### Register map, names as in the netlist, run 1

Other sequential cells in the stronger gray, the rest of the logic in the fainter gray.
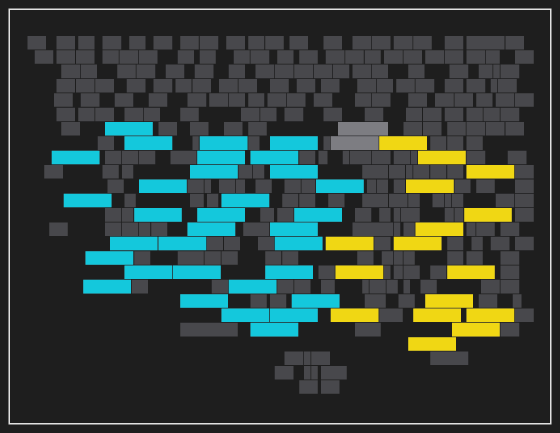
### Routed clock nets over the placement, run 1

Scale bar: 20 um.
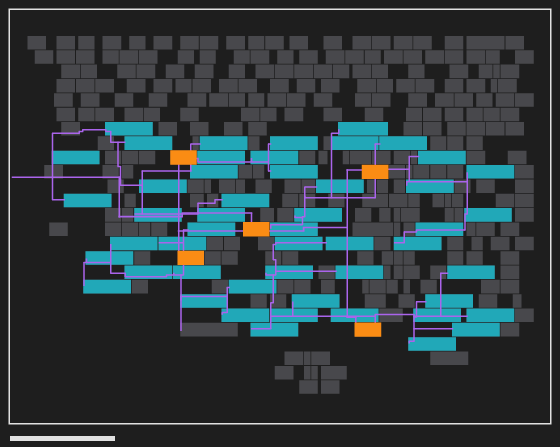
### Clock nets, run 1

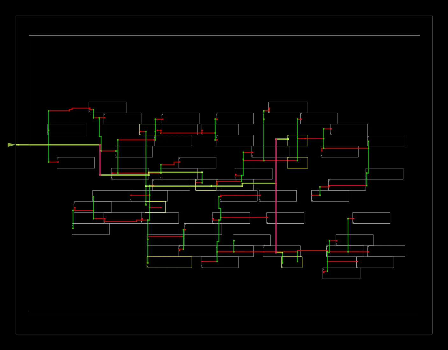
## src/rtl/cordic_scheduler_pkg.sv

```systemverilog
// Shared types and constants for the cordic issue scheduler.
package cordic_sched_pkg;

  localparam int CORDIC_LATENCY = 16;
  localparam int NUM_REQ        = 2;
  localparam int TAG_W          = 1;

  // One slot of the tag shift register that shadows the cordic stages.
  typedef struct packed {
    logic             valid;
    logic [TAG_W-1:0] tag;
  } sched_entry_t;

endpackage

```

## src/rtl/cordic_scheduler_if.sv

```systemverilog
// Requester-side handshake bundle: operand issue and result return.
interface cordic_scheduler_if #(
  parameter int DATA_W = 32
);

  logic [1:0]             req_valid;
  logic [1:0]             req_ready;
  logic [1:0][DATA_W-1:0] req_data;
  logic [1:0]             resp_valid;
  logic [1:0]             resp_ready;
  logic [DATA_W-1:0]      resp_data;

  // Requesters drive operands and accept results.
  modport master (
    output req_valid, req_data, resp_ready,
    input  req_ready, resp_valid, resp_data
  );

  // The scheduler accepts operands and presents results.
  modport slave (
    input  req_valid, req_data, resp_ready,
    output req_ready, resp_valid, resp_data
  );

endinterface

```

## src/rtl/cordic_scheduler_arbiter.sv

```systemverilog
// Two-way round-robin arbiter: requester ptr wins ties, a lone request always wins.
module rr_arbiter2 (
  input  logic [1:0] req,
  input  logic       ptr,
  output logic [1:0] grant,
  output logic       gidx
);

  // Priority goes to ptr first, then to the other requester.
  always_comb begin
    grant = 2'b00;
    gidx  = 1'b0;
    if (req[ptr]) begin
      grant[ptr] = 1'b1;
      gidx       = ptr;
    end else if (req[~ptr]) begin
      grant[~ptr] = 1'b1;
      gidx        = ~ptr;
    end
  end

endmodule

```

## src/rtl/cordic_scheduler.sv

```systemverilog
// Issue scheduler for the pipelined cordic cosine unit: round-robin issue,
// ownership tracking of in-flight operations, result routing with stall,
// and sequencing of the pipeline's synchronous clear.
module cordic_scheduler
  import cordic_sched_pkg::*;
#(
  parameter int LATENCY = 16,
  parameter int NUM_REQ = 2,
  parameter int CNT_W   = 16
) (
  input  logic                clock,
  input  logic                aclr_n,
  input  logic                flush,
  cordic_scheduler_if.slave   bus,
  output logic [31:0]         cordic_dataa,
  output logic                cordic_clk_en,
  output logic                cordic_aclr,
  input  logic [31:0]         cordic_result,
  output logic                busy,
  output logic [CNT_W-1:0]    done_count
);

  logic               rst_pend;
  logic               ptr;
  sched_entry_t       tag_pipe [LATENCY];
  sched_entry_t       top_e;
  logic               aclr_int;
  logic               stall;
  logic               clk_en;
  logic [1:0]         arb_req;
  logic [NUM_REQ-1:0] grant;
  logic               gidx;
  logic [1:0]         hs;

  assign top_e    = tag_pipe[LATENCY-1];
  assign aclr_int = rst_pend | flush;

  // A result whose owner is not ready freezes the whole pipeline.
  assign stall  = top_e.valid & ~bus.resp_ready[top_e.tag];
  assign clk_en = ~stall & ~aclr_int;

  // No request is considered while the clear is still pending, so the
  // operand bus stays at zero through reset.
  assign arb_req = bus.req_valid & {2{~rst_pend}};

  rr_arbiter2 u_arb (
    .req   (arb_req),
    .ptr   (ptr),
    .grant (grant),
    .gidx  (gidx)
  );

  assign bus.req_ready = grant & {2{clk_en}};
  assign cordic_dataa  = (|grant) ? bus.req_data[gidx] : 32'd0;

  assign bus.resp_valid[0] = top_e.valid & (top_e.tag == 1'b0) & ~aclr_int;
  assign bus.resp_valid[1] = top_e.valid & (top_e.tag == 1'b1) & ~aclr_int;
  assign bus.resp_data     = cordic_result;
  assign hs                = bus.resp_valid & bus.resp_ready;

  assign cordic_clk_en = clk_en;
  assign cordic_aclr   = aclr_int;

  // Hold the cordic clear for one edge beyond reset release.
  always_ff @(posedge clock or negedge aclr_n) begin
    if (!aclr_n) rst_pend <= 1'b1;
    else         rst_pend <= 1'b0;
  end

  // Round-robin pointer moves to the other requester after each accepted issue.
  always_ff @(posedge clock or negedge aclr_n) begin
    if (!aclr_n)                ptr <= 1'b0;
    else if (clk_en && |grant)  ptr <= ~gidx;
  end

  // Stage boundary: issue slot enters entry 0, top entry retires on the same edge.
  always_ff @(posedge clock or negedge aclr_n) begin
    if (!aclr_n) begin
      for (int i = 0; i < LATENCY; i++) tag_pipe[i] <= '0;
    end else if (aclr_int) begin
      for (int i = 0; i < LATENCY; i++) tag_pipe[i] <= '0;
    end else if (clk_en) begin
      tag_pipe[0] <= {|grant, gidx};
      for (int i = 1; i < LATENCY; i++) tag_pipe[i] <= tag_pipe[i-1];
    end
  end

  // Count delivered results; wraps naturally at the counter width.
  always_ff @(posedge clock or negedge aclr_n) begin
    if (!aclr_n)  done_count <= '0;
    else if (|hs) done_count <= done_count + CNT_W'(1);
  end

  // Anything in flight keeps busy high.
  always_comb begin
    busy = 1'b0;
    for (int i = 0; i < LATENCY; i++) busy = busy | tag_pipe[i].valid;
  end

endmodule

```

## src/flat_wrapper.sv

```systemverilog
// flat-port wrapper written by rule: the top's interface ports become plain ports
module cordic_scheduler_flat import cordic_sched_pkg::*;
#(
  parameter int LATENCY = 16,
  parameter int NUM_REQ = 2,
  parameter int CNT_W   = 16
)
  (clock, aclr_n, flush, cordic_dataa, cordic_clk_en, cordic_aclr, cordic_result, busy, done_count, bus_req_valid, bus_req_data, bus_resp_ready, bus_req_ready, bus_resp_valid, bus_resp_data);
  cordic_scheduler_if bus_i ();
  input  logic clock;
  input  logic aclr_n;
  input  logic flush;
  output logic [31:0] cordic_dataa;
  output logic cordic_clk_en;
  output logic cordic_aclr;
  input  logic [31:0] cordic_result;
  output logic busy;
  output logic [CNT_W-1:0] done_count;
  input wire logic [$bits(bus_i.req_valid)-1:0] bus_req_valid;
  input wire logic [$bits(bus_i.req_data)-1:0] bus_req_data;
  input wire logic [$bits(bus_i.resp_ready)-1:0] bus_resp_ready;
  output wire logic [$bits(bus_i.req_ready)-1:0] bus_req_ready;
  output wire logic [$bits(bus_i.resp_valid)-1:0] bus_resp_valid;
  output wire logic [$bits(bus_i.resp_data)-1:0] bus_resp_data;
  assign bus_i.req_valid = bus_req_valid;
  assign bus_i.req_data = bus_req_data;
  assign bus_i.resp_ready = bus_resp_ready;
  assign bus_req_ready = bus_i.req_ready;
  assign bus_resp_valid = bus_i.resp_valid;
  assign bus_resp_data = bus_i.resp_data;
  cordic_scheduler #(.LATENCY(LATENCY), .NUM_REQ(NUM_REQ), .CNT_W(CNT_W)) u_core (.clock(clock), .aclr_n(aclr_n), .flush(flush), .bus(bus_i), .cordic_dataa(cordic_dataa), .cordic_clk_en(cordic_clk_en), .cordic_aclr(cordic_aclr), .cordic_result(cordic_result), .busy(busy), .done_count(done_count));
endmodule
```

## config.mk

```make
export PLATFORM = sky130hd
export DESIGN_NAME = cordic_scheduler_flat
export DESIGN_NICKNAME = d
export VERILOG_FILES = /design/src/rtl/cordic_scheduler_pkg.sv /design/src/rtl/cordic_scheduler_if.sv /design/src/rtl/cordic_scheduler_arbiter.sv /design/src/rtl/cordic_scheduler.sv /design/src/flat_wrapper.sv
export SDC_FILE = /design/constraint.sdc
export NUM_CORES = 1
export LEC_CHECK = 0
export CAP_MARGIN = 20
export CORE_ASPECT_RATIO = 0.75
export CORE_MARGIN = 3
export CORE_UTILIZATION = 37
export DETAILED_ROUTE_END_ITERATION = 6
export PLACE_DENSITY = 0.93
export SKIP_CTS_REPAIR_TIMING = 1
export SLEW_MARGIN = 10
export SYNTH_ARGS = -nofsm -noshare
export SYNTH_HDL_FRONTEND = slang
export SYNTH_SLANG_ARGS = --single-unit
```

## constraint.sdc

```tcl
create_clock -name clock -period 3.7 [get_ports clock]
set_clock_uncertainty 0.1 [all_clocks]
set_input_delay 0.555 -clock clock [delete_from_list [all_inputs] [get_ports clock]]
set_output_delay 0.555 -clock clock [all_outputs]
set_load 0.02 [all_outputs]
```

==> results_slide.txt, run 1 <==
Run Summary

Yosys
  • Cells after Synth: about 230
  • Area leader share: 0.476
  • Top-count cell post-synth: a22o_1
  • Cell type with the largest total area: dfrtp_1
  • AO/OA Area Share: 0.227
  • EDFF count, synth: 0
  • FA/HA/MAJ Cells, Area Fraction: 0.00485
  • Top post-synthesis cells by count: a22o_1, dfrtp_1, buf_4, xnor2_1, clkbuf_1
  • Synthesized cell area: 2580 um2
  • Dominant flop cell: dfrtp_1
  • Xor/xnor cell area share of the yosys netlist: 0.0510
  • Mapped Nets: about 330
  • Synth top area cells: dfrtp_1, a22o_1, buf_4, xnor2_1, clkbuf_1
  • Synthesis area per yosys: between 2000 and 3000 um2
  • Simple Share, Synth: 0.100
  • Main logic family: AND-OR/OR-AND gates
  • # Cells Yosys: ~230
  • Synth Area per Inst: 11.3 um2
  • Mux share of post-synthesis cell area: 0.00971
  • Synth warnings: 0

Setup path
  • Reg2reg start: u_core.rst_pend$_DFF_PN1_
  • Endpoint type of the worst setup path: output port
  • Kind of critical path: primary input to output port
  • CP dominant cell by count: clkdlybuf4s50_1
  • Crit path DAT: between 2 and 3 ns
  • CP Max Fanout: 35
  • Worst Path Buf+Inv: 4
  • Setup crit start kind: primary input
  • Worst r2r dst: u_core.done_count[1]$_DFFE_PN0P_
  • CP startpoint: bus_req_valid[0]
  • R2R depth: 3
  • Crit-path cells: clkdlybuf4s50_1 > inv_1 > a211oi_4 > buf_4 > a22o_1 > clkdlybuf4s50_1
  • R2r setup slk: between 1.5 and 2 ns

Drt
  • Top routing layer in use: met4
  • Met2 wire length: around 3800 um
  • # DRC: 0
  • Met3 wire length: slightly below 700 um
  • Starting DRT DRC Count: ~130
  • Vias: between 2000 and 2500
  • Wl on met1: ~3400 um
  • Via density: roughly 5.4
  • Remaining antenna violation count: 0

Floorplan
  • Die area: between 8000 and 9000 um2
  • TAP cells: ~80
  • Initial Util: 0.394
  • Core Footprint: roughly 6500 um2
  • Num ports: roughly 190
  • Die y size: about 80 um
  • Die width: 102 um

GRT
  • Number of global-route vias before repair: between 2000 and 2500
  • Global routing met3 resource utilization: 0.0764
  • Antenna violations before repair: 0
  • Met2 Use GR: 0.294
  • GR Layer Usage met1: 0.258
  • Total track usage: 0.197
  • Gr ovfl total: 0
  • Global route hottest layer: met2
  • Largest net degree at the start of global routing: ~51

Placement
  • Dpl hpwl: 6460 um
  • Dpl cell area: roughly 3700 um2
  • Port Buffers: 125
  • Post-Place Setup Slack: 0.503 ns

Clock tree
  • Clk buf depth: 2
  • Clk slew on worst S/H paths: 0.09 ns
  • CTS tree: done
  • CTS Sinks: ~50

Finish
  • Top class by area: non-clock buffers
  • Logic area: 1030 um2
  • Layout clock area frac: 0.0295
  • Design area: 3810 um2
  • Fillers: ~530
  • Inverters, non-clock: 3
  • P&R area growth vs syn: 47.9%
  • Non-Clock Buffer Area Fraction: 0.342
  • Comb area share: 0.270
  • Layout Cells excl Fill: 402
  • Max reg flops: 32
  • Largest reg by FF count: u_core.tag_pipe

STA
  • # setup viols final: 0
  • Final Max Slew Viols: 0
  • Relative slew slack: 0.604
  • Fin. Hold Viols: 0
  • Post-layout period usage of the worst path: 0.867
  • Worst-margin pin slew: about 0.59 ns
  • Fmax: 0.312 GHz
  • Hold slack: around 0.055 ns

Power and ir drop
  • P_comb: 269 uW
  • Power Total: ~1200 uW
  • Pleak: around 0.0017 uW
  • P_int: 918 uW
  • Net Switching: 298 uW
  • Worst VDD drop: approximately 0.00016 V
  • Clock power frac: 0.319
  • Logic pwr share: 0.221

Flow run
  • OpenROAD warning count: 26

Status
  • Outcome: completed
## Picture notes: 'Register map, names as in the netlist'
- yellow: u_core.done_count (flops 16)
- cyan: u_core.tag_pipe (flops 32)
- not colored: 2
sequential cell area share: 0.329
Final Util: 0.583
Reg area: 1250 um2
Seq. pwr: 559 uW

## Picture notes: 'Routed clock nets over the placement'
- purple: clock wires (length 555 um)
- cyan: flip-flops (count 50)
- orange: cells driving clock nets (count 5)
- routed clock nets: 6
clk pwr: 389 uW
Clock Latency Late Sink: 0.30 ns

## Picture notes: 'Clock nets'
CTS buffer count: 5
CLK BUF: 6
flop count: 50

[run 1: cell usage in the layout (no fill, tap or decap), types with 5 or more instances in the layout]
cell type and n:
clkbuf_8 6, nand4_1 5, nand2_1 7, nand3_1 6, buf_4 5, nor2_1 6, nor4_1 5, dfrtp_1 49
a22o_1 61, xnor2_1 11, clkdlybuf4s50_1 124
[run 1: worst max-delay path by stage]
stage | endpoint | depth (start not counted)
final | cordic_dataa[14] | 6
after global routing | cordic_dataa[14] | 6
after CTS | cordic_dataa[14] | 6
after detailed placement | cordic_dataa[14] | 6
after global placement | cordic_dataa[14] | 6
after floorplan | bus_req_ready[0] | 4
==> run 2, diff against run 1 <==
- RECOVER_POWER: unset -> 100
==> results_slide.txt, run 2 <==
Run Summary

Status
  • Outcome: finished, violations left
  • Failing checks: capacitance limit, slew limit

Setup path
  • CP Max Fanout: 17
  • Setup crit start kind: primary input
  • R2r setup slk: between 1 and 1.5 ns
  • CP startpoint: flush
  • Worst path depth: 5
  • Crit-path cells: dlygate4sd3_1 > or2_2 > a21oi_1 > buf_4 > clkdlybuf4s50_1
  • Crit path DAT: 2.71 ns
  • Kind of critical path: primary input to output port
  • Critical Path Sink: cordic_clk_en
  • Reg2reg start: u_core.tag_pipe[0]$_DFFE_PN0P_

Finish
  • Inverters, non-clock: 3
  • P&R area growth vs syn: 46.1%
  • Fillers: 533
  • Reg area: ~1300 um2
  • Comb area share: 0.268
  • CLK BUF: 6
  • Flop count: roughly 50
  • Commonest Layout Cell: clkdlybuf4s50_1
  • Most common logic cells in the final layout: clkdlybuf4s50_1, a22o_1, dlygate4sd3_1, dfrtp_1, xnor2_1

Floorplan
  • Num ports: roughly 190
  • Die y size: 78.3 um
  • Die width: between 100 and 150 um
  • TAP cells: 81
  • Core Footprint: between 6000 and 7000 um2
  • Initial Util: 0.394

Yosys
  • Synthesized cell area: about 2600 um2
  • Synthesis area per yosys: ~2600 um2
  • Synth top area cells: dfrtp_1, a22o_1, buf_4, xnor2_1, clkbuf_1
  • Top post-synthesis cells by count: a22o_1, dfrtp_1, buf_4, xnor2_1, clkbuf_1
  • Dominant flop cell: dfrtp_1
  • Cell type with the largest total area: dfrtp_1
  • Area leader share: 0.476
  • Cells after Synth: 229
  • Top-count cell post-synth: a22o_1
  • EDFF count, synth: 0

Clock tree
  • CTS tree: done
  • Clk buf depth: 2
  • Clock Latency Late Sink: 0.30 ns
  • CTS buffer count: 5

Placement
  • Dpl cell area: ~3700 um2
  • Dpl hpwl: 6460 um
  • Post-Place Setup Slack: between 0.5 and 0.6 ns
  • Port Buffers: 125

Flow run
  • Max-cap viol count: 1

GRT
  • Global routing met3 resource utilization: 0.0764
  • Gr ovfl total: 0
  • Total track usage: 0.197
  • GR Layer Usage met1: 0.258
  • Met2 Use GR: 0.294
  • Number of global-route vias before repair: 2238

Drt
  • Via density: between 5 and 6
  • Top routing layer in use: met4
  • Met3 wire length: approximately 670 um
  • Wl on met1: 3440 um
  • Met2 wire length: roughly 3800 um

Power and ir drop
  • Power Total: 1200 uW
  • Worst VDD drop: ~0.00016 V

STA
  • Worst-margin pin slew: between 1.5 and 2 ns
  • Fmax: between 0.2 and 0.3 GHz
  • Hold slack: approximately 0.21 ns
  • Final Max Slew Viols: 36
-- run 2: cell count changes in the layout (fill, tap and decap cells not counted), moves of 2 or more --
cell / change
clkdlybuf4s50_1: -53
dlygate4sd3_1: +53
clkbuf_1: +4
buf_4: -2
-- run 2: cells by family (layout without fill, tap and decap cells) --
kind of cell / after synthesis / in the layout / synth area share
AOI/OAI and AO/OA: 68 / 68 / 0.227
DFF: 50 / 50 / 0.486
buffers and inverters: 49 / 141 / 0.120
and+or+nand+nor: 43 / 43 / 0.100
xor gates and xnor gates: 15 / 15 / 0.0510
muxes: 2 / 2 / 0.00971
adders and majority gates: 1 / 1 / 0.00485
other: 1 / 1 / 0.00145
### Routed clock nets over the placement, run 2

Scale bar: 20 um.
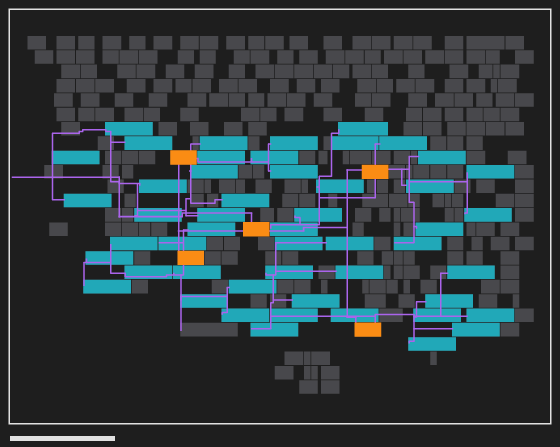
Clock power frac: 0.324
clk pwr: 388 uW

### Register map, names as in the netlist, run 2

Other sequential cells in the stronger gray, the rest of the logic in the fainter gray.
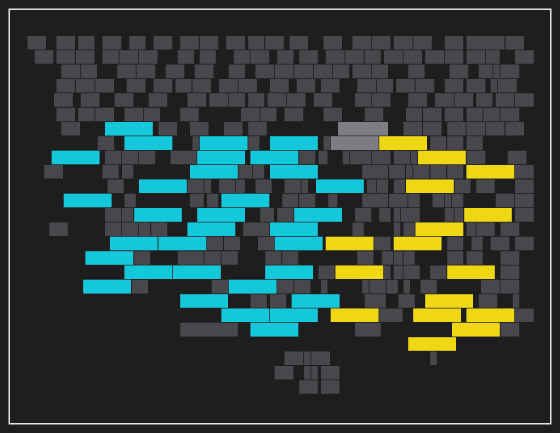
Final Util: 0.576
sequential cell area share: 0.333

==> run 3, diff against run 2 <==
- TNS_END_PERCENT: unset -> 50
### Met4 routing, run 3

Supply wires on this layer in gray.
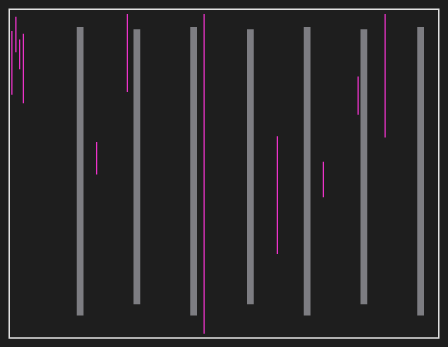
- wire length on this layer: 222 um
- share of all routed wire: 2.7%
- nets with wire on the layer: 11
- main direction: vertical
- longest straight run: 76.2 um

==> results_slide.txt, run 3 <==
Run Summary

Floorplan
  • Die y size: ~78 um
  • Core Footprint: 6540 um2
  • Num ports: around 190
  • Die width: between 100 and 150 um
  • Die area: approximately 8000 um2

Placement
  • Post-Place Setup Slack: about 0.50 ns
  • Dpl cell area: roughly 3700 um2
  • Dpl hpwl: about 6500 um
  • Port Buffers: around 130

GRT
  • Number of global-route vias before repair: roughly 2200
  • Antenna violations before repair: 0
  • Total track usage: 0.197
  • Gr ovfl total: 0
  • Largest net degree at the start of global routing: 51

Drt
  • Starting DRT DRC Count: between 100 and 150
  • Remaining antenna violation count: 0
  • Via density: 5.38
  • # DRC: 0
  • Vias: about 2200

Clock tree
  • Clock Latency Late Sink: 0.30 ns
  • Clk slew on worst S/H paths: about 0.09 ns
  • Clk buf depth: 2
  • CTS tree: done
  • CTS buffer count: 5
  • CTS Sinks: roughly 50

Yosys
  • # Cells Yosys: roughly 230
  • EDFF count, synth: 0
  • Mux share of post-synthesis cell area: 0.00971
  • FA/HA/MAJ Cells, Area Fraction: 0.00485
  • Area leader share: 0.476
  • Cells after Synth: ~230
  • Top post-synthesis cells by count: a22o_1, dfrtp_1, buf_4, xnor2_1, clkbuf_1
  • Xor/xnor cell area share of the yosys netlist: 0.0510
  • Synthesized cell area: between 2000 and 3000 um2
  • Dominant flop cell: dfrtp_1
  • Cell type with the largest total area: dfrtp_1
  • Synth top area cells: dfrtp_1, a22o_1, buf_4, xnor2_1, clkbuf_1
  • Synth Area per Inst: between 10 and 15 um2
  • Simple Share, Synth: 0.100
  • Synth warnings: 0
  • Mapped Nets: between 300 and 400
  • Synthesis area per yosys: around 2600 um2
  • Top-count cell post-synth: a22o_1
  • AO/OA Area Share: 0.227

Finish
  • Layout Cells excl Fill: approximately 400
  • Largest reg by FF count: u_core.tag_pipe
  • Max reg flops: 32
  • Commonest Layout Cell: clkdlybuf4s50_1
  • Most common logic cells in the final layout: clkdlybuf4s50_1, a22o_1, dlygate4sd3_1, dfrtp_1, xnor2_1
  • Fillers: ~530
  • Design area: between 3000 and 4000 um2
  • P&R area growth vs syn: 46.1%
  • Final Util: 0.576

Setup path
  • Kind of critical path: primary input to output port
  • R2R depth: 4
  • Setup crit start kind: primary input
  • CP peak stage delay: 0.64 ns
  • Worst path depth: 5
  • Reg2reg start: u_core.tag_pipe[0]$_DFFE_PN0P_
  • R2r setup slk: between 1 and 1.5 ns
  • Crit-path cells: dlygate4sd3_1 > or2_2 > a21oi_1 > buf_4 > clkdlybuf4s50_1
  • Endpoint type of the worst setup path: output port
  • CP Max Fanout: 17
  • Worst r2r dst: u_core.tag_pipe[16]$_DFFE_PN0P_
  • Worst Path Buf+Inv: 3
  • CP startpoint: flush
  • Critical Path Sink: cordic_clk_en
  • Crit path DAT: between 2 and 3 ns

Power and ir drop
  • Worst VDD drop: between 0.00015 and 0.0002 V
  • Pleak: 0.00179 uW
  • Power Total: between 1000 and 1500 uW

STA
  • Hold slack: between 0.2 and 0.25 ns
  • # setup viols final: 0
  • Relative slew slack: -0.207
  • Fmax: 0.298 GHz
  • Fin. Hold Viols: 0
  • Worst-margin pin slew: approximately 1.8 ns
  • Final Max Slew Viols: 36

Flow run
  • OpenROAD warning count: 26
  • Max-cap viol count: 1

Status
  • Outcome: finished, violations left
  • Failing checks: capacitance limit, slew limit
### Drive-strength map, run 3

Scale bar: 20 um.
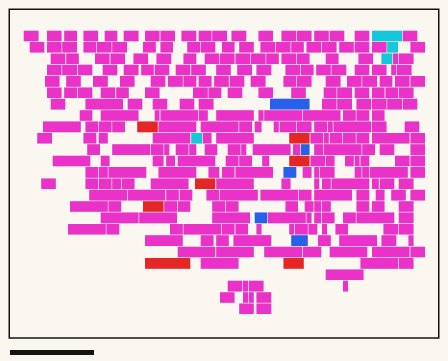
- cyan: drive 3 to 4 (cells 4; most used buf_4)
- red: drive 6 and up (cells 7; most used clkbuf_8)
- blue: drive 2 (cells 5)
- magenta: drive 1 or less (cells 305; most used clkdlybuf4s50_1)

run 3: cell counts after synthesis:
No cell type changed its count.
run 3: cell type report:
class,instances,area (um2),share of cell area
clock buffers,6,82.6,0.0219
clock inverters,1,30.0,0.00798
inverters,3,11.3,0.00299
multi-input cells,130,1010,0.268
flip-flops and latches,50,1250,0.333
well taps,81,101,0.0269
repair buffers,131,1280,0.340
run 3: routing by layer:
layer / global-route usage / up-vias / share of wire
met5: 0 / - / 0
met2: 0.294 / 85 / 0.47
met4: 0.0734 / 0 / 0.027
met3: 0.0764 / 23 / 0.082
li1: - / 996 / -
met1: 0.258 / 1059 / 0.42
run 3: power breakdown:
| part | internal [uW] | switching, uW |
|---|---|---|
| clock network | 216 | 172 |
| logic | 136 | 117 |
| registers | 551 | 7.82 |
Power is estimated from default activity; no workload was simulated.
